File: src/rtl/uart_host_bridge.sv
// -----------------------------------------------------------------------------
// uart_host_bridge
//
// Avalon-MM initiator for the UART core's register-slave port. After reset it
// programs the UART (divisor, control, status clear), then polls the status
// register and moves bytes between the UART and a pair of valid/ready byte
// streams, so the UART runs without any CPU software.
//
// Parameters:
//   ACC_CYCLES    cycles each bus access holds chipselect/strobe (>= 1)
//   POLL_GAP      idle cycles between consecutive status polls
//   INIT_DIVISOR  baud divisor written to register 4 at init
//   WRITE_DIVISOR 1 = program the divisor at init, 0 = skip it
//
// Ports:
//   clk_clk, reset_reset_n      clock, asynchronous active-low reset
//   wire_*                      Avalon-MM initiator towards the UART core
//   int_irq                     UART interrupt; shortens the poll gap
//   tx_data/tx_valid/tx_ready   byte stream into the UART transmitter
//   rx_data/rx_valid/rx_ready   byte stream out of the UART receiver
//   err_flags                   sticky {TOE, ROE, FE, PE}
//   init_done                   high once the init sequence has completed
// -----------------------------------------------------------------------------
module uart_host_bridge #(
  parameter int          ACC_CYCLES    = 2,
  parameter int          POLL_GAP      = 4,
  parameter logic [15:0] INIT_DIVISOR  = 16'd434,
  parameter int          WRITE_DIVISOR = 1
) (
  input  logic        clk_clk,
  input  logic        reset_reset_n,
  output logic [2:0]  wire_address,
  output logic        wire_begintransfer,
  output logic        wire_chipselect,
  output logic        wire_read_n,
  output logic        wire_write_n,
  output logic [15:0] wire_writedata,
  input  logic [15:0] wire_readdata,
  input  logic        int_irq,
  input  logic [7:0]  tx_data,
  input  logic        tx_valid,
  output logic        tx_ready,
  output logic [7:0]  rx_data,
  output logic        rx_valid,
  input  logic        rx_ready,
  output logic [3:0]  err_flags,
  output logic        init_done
);

  // UART register map
  localparam logic [2:0] ADDR_RXDATA  = 3'd0;
  localparam logic [2:0] ADDR_TXDATA  = 3'd1;
  localparam logic [2:0] ADDR_STATUS  = 3'd2;
  localparam logic [2:0] ADDR_CONTROL = 3'd3;
  localparam logic [2:0] ADDR_DIVISOR = 3'd4;

  // Status bits that report errors: TOE, ROE, FE, PE
  localparam logic [7:0] STAT_ERR_MASK = 8'h1B;

  localparam int CW       = (ACC_CYCLES > 1) ? $clog2(ACC_CYCLES) : 1;
  localparam int GAP_EFF  = (POLL_GAP > 1) ? POLL_GAP : 1;
  localparam int GW       = (GAP_EFF > 1) ? $clog2(GAP_EFF) : 1;
  localparam logic [CW-1:0] CNT_LAST = CW'(ACC_CYCLES - 1);
  localparam logic [GW-1:0] GAP_LAST = GW'(GAP_EFF - 1);

  typedef enum logic [3:0] {
    S_INIT_DIV,
    S_INIT_CTL,
    S_INIT_CLR,
    S_IDLE,
    S_RD_STAT,
    S_DECIDE,
    S_CLR_ERR,
    S_RD_RX,
    S_WR_TX
  } state_t;

  state_t        r_state;
  logic [CW-1:0] r_cnt;
  logic [GW-1:0] r_gap;
  logic [2:0]    r_address;
  logic [15:0]   r_writedata;
  logic          r_begin;
  logic          r_cs;
  logic          r_read_n;
  logic          r_write_n;
  logic [7:0]    r_stat;
  logic [7:0]    r_rx_data;
  logic          r_rx_valid;
  logic [7:0]    r_tx_hold;
  logic          r_tx_full;
  logic [3:0]    r_err;
  logic          r_init_done;

  logic          w_acc_state;
  logic [2:0]    w_acc_addr;
  logic [15:0]   w_acc_wdata;
  logic          w_acc_read;
  logic          w_acc_done;
  logic          w_tx_ready;
  logic [3:0]    w_err_bits;
  logic          w_unused;

  // Which bus access the current state performs.
  // NOTE: every signal assigned in always_comb gets a default first, so no
  // path through the case leaves it unassigned and infers a latch.
  always_comb begin
    w_acc_state = 1'b1;
    w_acc_addr  = ADDR_RXDATA;
    w_acc_wdata = 16'h0000;
    w_acc_read  = 1'b0;
    case (r_state)
      S_INIT_DIV: begin
        w_acc_state = (WRITE_DIVISOR != 0);
        w_acc_addr  = ADDR_DIVISOR;
        w_acc_wdata = INIT_DIVISOR;
      end
      S_INIT_CTL: w_acc_addr = ADDR_CONTROL;
      S_INIT_CLR: w_acc_addr = ADDR_STATUS;
      S_CLR_ERR:  w_acc_addr = ADDR_STATUS;
      S_RD_STAT: begin
        w_acc_addr = ADDR_STATUS;
        w_acc_read = 1'b1;
      end
      S_RD_RX: begin
        w_acc_addr = ADDR_RXDATA;
        w_acc_read = 1'b1;
      end
      S_WR_TX: begin
        w_acc_addr  = ADDR_TXDATA;
        w_acc_wdata = {8'h00, r_tx_hold};
      end
      default: w_acc_state = 1'b0;
    endcase
  end

  // High during the final cycle of an access; readdata is sampled at its end.
  assign w_acc_done = r_cs && (r_cnt == CNT_LAST);
  assign w_tx_ready = r_init_done && !r_tx_full;
  assign w_err_bits = {r_stat[4], r_stat[3], r_stat[1], r_stat[0]};

  // NOTE: sequential state uses non-blocking assignments only, so every
  // register sees the pre-edge value of every other register.
  always_ff @(posedge clk_clk or negedge reset_reset_n) begin
    if (!reset_reset_n) begin
      r_state     <= S_INIT_DIV;
      r_cnt       <= '0;
      r_gap       <= '0;
      r_address   <= 3'd0;
      r_writedata <= 16'h0000;
      r_begin     <= 1'b0;
      r_cs        <= 1'b0;
      r_read_n    <= 1'b1;
      r_write_n   <= 1'b1;
      r_stat      <= 8'h00;
      r_rx_data   <= 8'h00;
      r_rx_valid  <= 1'b0;
      r_tx_hold   <= 8'h00;
      r_tx_full   <= 1'b0;
      r_err       <= 4'h0;
      r_init_done <= 1'b0;
    end else begin
      r_begin <= 1'b0;

      // Bus sequencer. An access state spends one cycle with chipselect low
      // (the mandatory gap), then holds the access for ACC_CYCLES cycles.
      if (w_acc_state) begin
        if (!r_cs) begin
          r_cs        <= 1'b1;
          r_begin     <= 1'b1;
          r_cnt       <= '0;
          r_address   <= w_acc_addr;
          r_writedata <= w_acc_wdata;
          r_read_n    <= !w_acc_read;
          r_write_n   <= w_acc_read;
        end else if (!w_acc_done) begin
          r_cnt <= r_cnt + 1'b1;
        end else begin
          r_cs      <= 1'b0;
          r_read_n  <= 1'b1;
          r_write_n <= 1'b1;
        end
      end

      // Stream handshakes; the FSM below may override r_rx_valid when it
      // loads a new byte (only possible while r_rx_valid is already 0).
      if (r_rx_valid && rx_ready) r_rx_valid <= 1'b0;
      if (tx_valid && w_tx_ready) begin
        r_tx_hold <= tx_data;
        r_tx_full <= 1'b1;
      end

      case (r_state)
        S_INIT_DIV: if (WRITE_DIVISOR == 0 || w_acc_done) r_state <= S_INIT_CTL;
        S_INIT_CTL: if (w_acc_done) r_state <= S_INIT_CLR;
        S_INIT_CLR: begin
          if (w_acc_done) begin
            r_init_done <= 1'b1;
            r_state     <= S_IDLE;
          end
        end
        S_IDLE: begin
          if (int_irq || r_gap >= GAP_LAST) begin
            r_gap   <= '0;
            r_state <= S_RD_STAT;
          end else begin
            r_gap <= r_gap + 1'b1;
          end
        end
        S_RD_STAT: begin
          if (w_acc_done) begin
            r_stat  <= wire_readdata[7:0];
            r_state <= S_DECIDE;
          end
        end
        S_DECIDE: begin
          if (|w_err_bits) begin
            r_err   <= r_err | w_err_bits;
            r_state <= S_CLR_ERR;
          end else if (r_stat[7] && !r_rx_valid) begin
            r_state <= S_RD_RX;
          end else if (r_stat[6] && r_tx_full) begin
            r_state <= S_WR_TX;
          end else begin
            r_state <= S_IDLE;
          end
        end
        S_CLR_ERR: begin
          // Re-decide on the same poll with the error bits now handled.
          if (w_acc_done) begin
            r_stat  <= r_stat & ~STAT_ERR_MASK;
            r_state <= S_DECIDE;
          end
        end
        S_RD_RX: begin
          if (w_acc_done) begin
            r_rx_data  <= wire_readdata[7:0];
            r_rx_valid <= 1'b1;
            r_state    <= S_IDLE;
          end
        end
        S_WR_TX: begin
          if (w_acc_done) begin
            r_tx_full <= 1'b0;
            r_state   <= S_IDLE;
          end
        end
        default: r_state <= S_INIT_DIV;
      endcase
    end
  end

  // Status bits 5 and 2 and the upper readdata byte carry nothing we act on.
  assign w_unused = ^{wire_readdata[15:8], r_stat[5], r_stat[2]};

  assign wire_address       = r_address;
  assign wire_begintransfer = r_begin;
  assign wire_chipselect    = r_cs;
  assign wire_read_n        = r_read_n;
  assign wire_write_n       = r_write_n;
  assign wire_writedata     = r_writedata;
  assign tx_ready           = w_tx_ready;
  assign rx_data            = r_rx_data;
  assign rx_valid           = r_rx_valid;
  assign err_flags          = r_err;
  assign init_done          = r_init_done;

endmodule

File: config.mk
export PLATFORM = sky130hd
export DESIGN_NAME = uart_host_bridge
export DESIGN_NICKNAME = d
export VERILOG_FILES = /design/src/rtl/uart_host_bridge.sv
export SDC_FILE = /design/constraint.sdc
export NUM_CORES = 1
export LEC_CHECK = 0
export ABC_AREA = 1
export CAP_MARGIN = 40
export CORE_ASPECT_RATIO = 0.5
export CORE_UTILIZATION = 40
export DETAILED_ROUTE_END_ITERATION = 16
export GPL_TIMING_DRIVEN = 0
export PLACE_DENSITY_LB_ADDON = 0.08
export RECOVER_POWER = 100
export SYNTH_ARGS = -nofsm -noshare
export SYNTH_HDL_FRONTEND = slang
export SYNTH_SLANG_ARGS = --single-unit
File: constraint.sdc
create_clock -name clk_clk -period 1.3 [get_ports clk_clk]
set_input_delay 0.13 -clock clk_clk [delete_from_list [all_inputs] [get_ports clk_clk]]
set_output_delay 0.13 -clock clk_clk [all_outputs]
set_load 0.005 [all_outputs]
### The metal 3 layer

The bar under the picture is 20 µm long. Cells faint in the background.
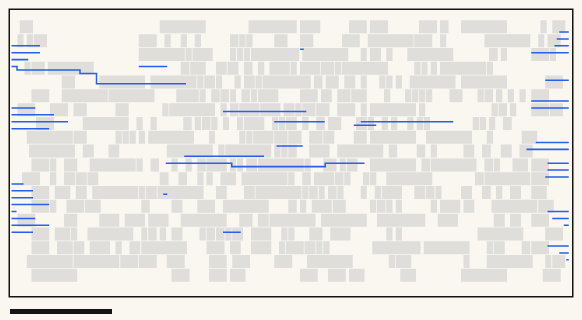
longest straight run	18.4 µm
wire length on this layer	304 µm
final wirelength: 5850 µm
Global Route met3 Usage: 5.18%
routed vias: 2122

==> results.toml <==
# implementation run metrics
[route]
ant_nets = 0
initialDrtViolationCount = 80
post_drt_via_cell_ratio = 4.69
drc_errors = 0

[critical_path]
rrSetupSlack_ns = -0.23
critical_path.slowest_cell = "dfrtp_2"
worstReg2RegStart = "r_state[1]"
worst-path-max-fanout = 6
cpPeakStageDelay_ns = 0.45
worst_ep_arrival_time_ns = 1.71
crit_type = "flip-flop to flip-flop"
setup.worst_path.start_class = "flip-flop"

[layout]
area_growth_syn_to_layout_pct = 49.0
seqCellArea_um2 = 1310
layoutNonFillerInstCount = 452
finalNetCount = 408
layout.area.comb_um2 = 1020
final_antenna_diode_count = 0

[final_timing]
timing.final.hold_violations = 0
fmaxAchievable_mhz = 652
finalClockSkew_ns = 0.0104
setup_slack_ns = -0.235
grt_setup_unrepaired = "true"
finalSetupViolCount = 28

[synth]
fa_ha_area_share_pct = 0.529
synthAoiAreaFrac_pct = 6.14
synthCells = 286
postSynthSeqShare_pct = 55.2
synth.logic.top_family = "simple AND/OR/NAND/NOR gates"
yosys_cells = 286
yosys.cell_types.count = 25
syn-cell-area_um2 = 2360
ys_sh_simple_pct = 29.1

[floorplan]
row_count = 19
design.die.area_um2 = 6240
fp.coreArea_um2 = 5590

[clocking]
cts-buffers-inserted = 5

[global_route]
first_global_vias = 2079
grt_first_pass_wirelength_um = 9290
grt_util_overall_pct = 18.9
pin_count_of_the_biggest_net_entering_global_routing = 30

[flow_run]
number_of_logged_tool_warnings = 37

[worst_hold_path]
timing.hold.worst.class = "input pin to async pin"

[status]
violations = "setup timing"
run_status = "complete, but fails checks"

[pwr]
worst_ir_drop_vdd_mv = 0.899
### Signal wires on met1

The bar under the picture is 20 µm long. Supply wires on this layer in grey.
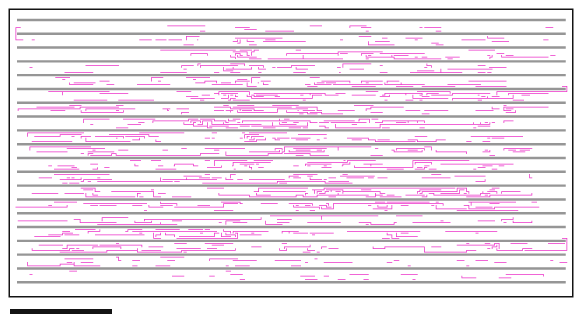
main direction	horizontal
wire length on this layer	2680 µm
share of all routed wire	46%
nets with wire on the layer	346
longest straight run	25.8 µm
met1 layer usage reported by global route: 23.6%

-- worst max-delay path by stage --
stage / depth (start not counted) / to / start
2_1_floorplan: 9 / wire_writedata[0] / r_state[3]
3_3_place_gp: 1 / r_state[2] / reset_reset_n
3_5_place_dp: 7 / rx_data[4] / r_state[3]
4_1_cts: 9 / wire_writedata[7] / r_state[3]
5_1_grt: 10 / wire_writedata[7] / r_state[1]
6_report: 10 / wire_writedata[7] / r_state[1]
-- cell usage after synthesis --
cell type / count / area [µm²]
dfstp_2: 2 / 52.6
a22o_1: 1 / 8.76
nand3_2: 1 / 10.0
nor2_1: 25 / 93.8
inv_1: 33 / 124
ha_1: 1 / 12.5
conb_1: 1 / 3.75
dfrtp_1: 50 / 1250
nand2_1: 99 / 372
a21oi_1: 2 / 10.0
buf_1: 1 / 3.75
nor2_4: 2 / 22.5
buf_6: 1 / 11.3
nor2_2: 2 / 12.5
o21ai_0: 13 / 65.1
o21bai_1: 4 / 30.0
clkbuf_1: 1 / 3.75
nand2_4: 2 / 22.5
nand4_1: 1 / 6.26
nand3_1: 27 / 135
o22ai_1: 5 / 31.3
nand2_2: 2 / 12.5
buf_4: 8 / 60.1
buf_2: 1 / 5.00
inv_2: 1 / 3.75
-- area by class of cell --
class	count	area share (%)
flip-flops and latches	52	37.1
repair buffers	79	20.9
inverters	34	3.87
well taps	73	2.59
clock inverters	1	0.142
plain buffers	11	2.56
clock buffers	7	3.77
multi-input cells	194	28.9
repair inverters	1	0.142
-- registers in the layout, indices dropped and copies added, names as in the netlist, 2 cells and up --
name            count
r_tx_hold           8
r_gap               2
wire_address        3
r_stat              6
wire_writedata      9
r_state             4
err_flags           4
rx_data             8
-- worst max-delay path: cells and delay by family, from the launching register on --
| kind | cells | cell delay [ns] |
|---|---|---|
| flip-flops | 1 | 0.45 |
| buffers and inverters | 2 | 0.21 |
| AND/OR/NAND/NOR | 8 | 0.75 |
-- per-layer routing --
| metal | wire length (µm) | track usage (%) | up-vias |
|---|---|---|---|
| met5 | 0 | 0 | - |
| met1 | 2680 | 23.6 | 1002 |
| met2 | 2800 | 32.3 | 50 |
| met4 | 58 | 5.52 | 0 |
| li1 | - | - | 1063 |
| met3 | 303 | 5.18 | 7 |
-- power by group --
part	internal, µW	leakage, µW	total, µW	switching [µW]
sequential	2330	0.000619	2760	428
clock	713	0.0000679	1290	573
combinational	1880	0.00112	4070	2190
total	4930	0.00181	8110	3190
-- what timing repair did --
item | 4_1_cts | 5_1_grt
setup endpoints to repair | 51 | 60
buffers inserted | 13 | 11
pin swaps | 6 | 11
resized | 41 | 55
hold buffers | 1 | 0
gates cloned | 1 | 2
endpoints found under the hold margin | 23 | 0
-- stage by stage --
stage / total power (µW) / hold WS (ns) / utilization [%]
after floorplan: 4680 / -0.166 / -
after global placement: 5900 / 0.452 / 53.8
after detailed placement: 6030 / 0.152 / 54.0
after CTS: 7730 / 0.381 / 59.5
after global routing: 8700 / 0.398 / 63.0
final: 8110 / 0.377 / 63.0
No activity file was given, so power comes from the tool's default toggle rates.
